Fig. 1: M1 wires
Supply wires on this layer in grey.
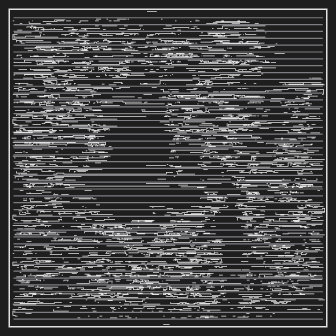
Fig. 2: the metal 2 layer
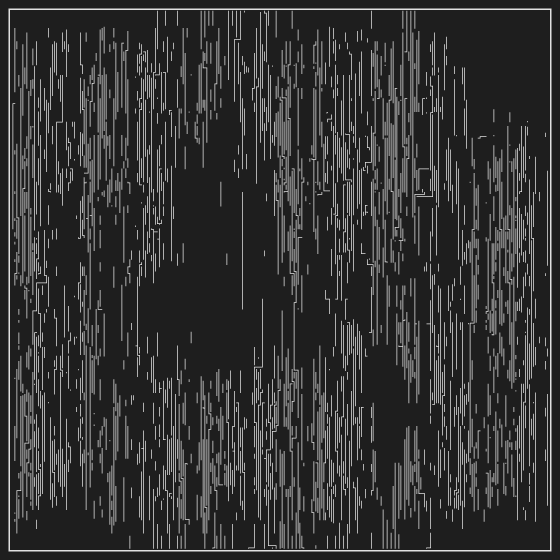
Fig. 3: the metal 3 layer
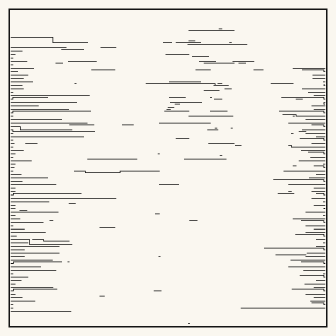
==> src/rtl/branch_resolve_unit.sv <==
// Branch resolve unit: evaluates the decode-stage branch condition, reports the
// outcome one cycle later, keeps branch statistics and trains a bimodal BHT.
module branch_resolve_unit #(
  parameter int DATA_W    = 32,
  parameter int PC_W      = 32,
  parameter int BHT_DEPTH = 16,
  parameter int CNT_W     = 32
) (
  input  logic              clk,
  input  logic              rst,
  input  logic              valid_d,
  input  logic              stall_d,
  input  logic [3:0]        branch_d,
  input  logic [DATA_W-1:0] src_a,
  input  logic [DATA_W-1:0] src_b,
  input  logic [PC_W-1:0]   pc_d,
  input  logic              pred_taken_d,
  input  logic [PC_W-1:0]   pred_pc_f,
  output logic              pred_taken_f,
  output logic              res_valid_e,
  output logic              res_taken_e,
  output logic              res_mispredict_e,
  output logic [PC_W-1:0]   res_pc_e,
  output logic [CNT_W-1:0]  branch_cnt,
  output logic [CNT_W-1:0]  mispredict_cnt
);

  localparam int IDX_W = $clog2(BHT_DEPTH);

  typedef enum logic [3:0] {
    BR_NONE = 4'd0,
    BR_EQ   = 4'd1,
    BR_NE   = 4'd2,
    BR_LTZ  = 4'd3,
    BR_LEZ  = 4'd4,
    BR_GTZ  = 4'd5,
    BR_GEZ  = 4'd6,
    BR_LT   = 4'd7,
    BR_GE   = 4'd8,
    BR_LTU  = 4'd9,
    BR_GEU  = 4'd10
  } br_code_e;

  logic             a_neg;
  logic             a_zero;
  logic             cond;
  logic             resolving;
  logic             mispredict;
  logic [IDX_W-1:0] upd_idx;
  logic [IDX_W-1:0] look_idx;
  logic [1:0]       cur_ctr;
  logic [1:0]       next_ctr;
  logic [1:0]       bht [BHT_DEPTH];
  logic             unused_pred_pc;

  assign a_neg  = src_a[DATA_W-1];
  assign a_zero = (src_a == '0);

  // NOTE: every variable assigned in always_comb gets a default first, so no
  // path can leave it unassigned and infer a latch.
  always_comb begin
    cond = 1'b0;
    case (br_code_e'(branch_d))
      BR_EQ:   cond = (src_a == src_b);
      BR_NE:   cond = (src_a != src_b);
      BR_LTZ:  cond = a_neg;
      BR_LEZ:  cond = a_neg | a_zero;
      BR_GTZ:  cond = ~a_neg & ~a_zero;
      BR_GEZ:  cond = ~a_neg;
      BR_LT:   cond = ($signed(src_a) <  $signed(src_b));
      BR_GE:   cond = ($signed(src_a) >= $signed(src_b));
      BR_LTU:  cond = (src_a <  src_b);
      BR_GEU:  cond = (src_a >= src_b);
      default: cond = 1'b0;
    endcase
  end

  assign resolving  = valid_d & ~stall_d & (branch_d inside {[4'd1:4'd10]});
  assign mispredict = cond ^ pred_taken_d;

  // Word-aligned PCs: bits [1:0] never distinguish branches, so skip them.
  assign upd_idx  = pc_d[IDX_W+1:2];
  assign look_idx = pred_pc_f[IDX_W+1:2];

  // The table is read before the clock edge, so a same-cycle update is not
  // visible to the fetch lookup until the next cycle.
  assign pred_taken_f = bht[look_idx][1];

  assign unused_pred_pc = ^pred_pc_f;

  always_comb begin
    cur_ctr  = bht[upd_idx];
    next_ctr = cur_ctr;
    if (cond) begin
      if (cur_ctr != 2'b11) next_ctr = cur_ctr + 2'd1;
    end else begin
      if (cur_ctr != 2'b00) next_ctr = cur_ctr - 2'd1;
    end
  end

  // NOTE: sequential state uses non-blocking assignments only, so every
  // register samples pre-edge values regardless of statement order.
  always_ff @(posedge clk) begin
    if (rst) begin
      res_valid_e      <= 1'b0;
      res_taken_e      <= 1'b0;
      res_mispredict_e <= 1'b0;
      res_pc_e         <= '0;
      branch_cnt       <= '0;
      mispredict_cnt   <= '0;
      // NOTE: the table is reset entry by entry (weakly not-taken), which
      // keeps it in flops rather than RAM; predictions must be defined
      // immediately after reset.
      for (int i = 0; i < BHT_DEPTH; i++) begin
        bht[i] <= 2'b01;
      end
    end else begin
      res_valid_e      <= resolving;
      res_taken_e      <= resolving & cond;
      res_mispredict_e <= resolving & mispredict;
      if (resolving) begin
        res_pc_e     <= pc_d;
        bht[upd_idx] <= next_ctr;
        if (branch_cnt != '1) begin
          branch_cnt <= branch_cnt + CNT_W'(1);
        end
        if (mispredict && (mispredict_cnt != '1)) begin
          mispredict_cnt <= mispredict_cnt + CNT_W'(1);
        end
      end
    end
  end

endmodule

==> config.mk <==
export PLATFORM = sky130hd
export DESIGN_NAME = branch_resolve_unit
export DESIGN_NICKNAME = d
export VERILOG_FILES = /design/src/rtl/branch_resolve_unit.sv
export SDC_FILE = /design/constraint.sdc
export NUM_CORES = 1
export LEC_CHECK = 0
export CAP_MARGIN = 20
export CORE_UTILIZATION = 46
export CTS_CLUSTER_DIAMETER = 100
export DETAILED_ROUTE_END_ITERATION = 10
export PLACE_DENSITY = 0.82
export SYNTH_ARGS = -nofsm -noshare
export SYNTH_HDL_FRONTEND = slang
export SYNTH_SLANG_ARGS = --single-unit
==> constraint.sdc <==
create_clock -name clk -period 3.7 [get_ports clk]
set_input_delay 0.37 -clock clk [delete_from_list [all_inputs] [get_ports clk]]
set_output_delay 0.37 -clock clk [all_outputs]
set_load 0.02 [all_outputs]
==> flow report <==
====================================================================================
Post-Synthesis Mean Instance Area                                           8.89 um2
Cell Area, Synth                                                            7010 um2
Failing checks                                                                   DRC
Outcome                                                                 complete, but fails checks
Group drawing the most power                                                   clock
Main area contributors                                                  dfxtp_1 28%, edfxtp_1 14%, ha_1 6.1%
Post-route setup TNS                                                            0 ns
Minimum hold slack                                                          0.440 ns
Post-route DRC                                                                    18
Post-synth EDFFs                                                                  32
Synth Area in Adders                                                          0.0635
Quantity of gates resized following cts                                            0
Beginning of the critical path                                              src_b[7]
Synthesized registers                                                            131
Clk_skew                                                                  0.00840 ns
Combinational gate area                                                     3780 um2
Pin count of the biggest net entering global routing                              71
Startpoint of the worst register-to-register path                       mispredict_cnt[4]
Layout cells sized above 1                                                     0.108
Vias per cell                                                                   5.43
Sequential group power                                                     0.00150 W
Number of DRC markers in iteration 0                                             363
Critical path data arrival time                                              3.81 ns
Count of different cell masters after synthesis                                   60
Clock-net power                                                            0.00159 W
I/O pins                                                                         237
Top cell type by total area after synthesis                                  dfxtp_1
Crit path buffers/inverters                                                        5
Share of flip-flops with an asynchronous set or reset after synthesis              0
Gpl congestion                                                                 0.862
Gate family responsible for the most delay along the worst path         AND-OR/OR-AND gates
Largest incremental delay on the critical path                               0.45 ns
Residual antenna-violating net count after detailed routing                        0
Launch instance of the worst min-delay path                                      rst
Aggregate routed wire length                                                 19.6 mm
First-pass iteration count of the detailed router                                  8
Number of OpenROAD warnings                                                       54
Setup Buffers After CTS                                                            0
Number of buffer cells added on primary ports                                    208
Seq pwr share                                                                  0.420
Critical Path Most Common Cell                                                 buf_4
====================================================================================
About Fig. 1:
main direction = horizontal
share of all routed wire = 40%
wire length on this layer = 7770 um
longest straight run = 40.7 um
nets with wire on the layer = 1062

About Fig. 2:
main direction = vertical
wire length on this layer = 9480 um

About Fig. 3:
wire length on this layer = 1890 um
nets with wire on the layer = 187
share of all routed wire = 9.7%
longest straight run = 41.6 um
main direction = horizontal

[per-layer routing]
metal / GRT usage / up-vias / wire length [um] / part of all wire
met3: 0.0834 / 40 / 1890 / 0.097
met1: 0.281 / 3073 / 7770 / 0.40
met2: 0.437 / 267 / 9480 / 0.48
li1: - / 3270 / - / -
met5: 0 / - / 11 / 0.00056
met4: 0.0925 / 2 / 444 / 0.023
[cell type report]
class | count | share of cell area
Timing Repair Buffer | 259 | 0.243
Sequential cell | 131 | 0.291
Multi-Input combinational cell | 578 | 0.373
Inverter | 41 | 0.0152
Clock buffer | 19 | 0.0437
Tap cell | 184 | 0.0227
Clock inverter | 13 | 0.0114
[final timing paths]
check	endpoint	depth (start not counted)
max	bht[5][1]	15
max reg2reg	mispredict_cnt[11]	10
min reg2reg	res_pc_e[16]	2
min	res_pc_e[2]	2
Power figures rest on the tool's default switching activity, not on a simulated workload.
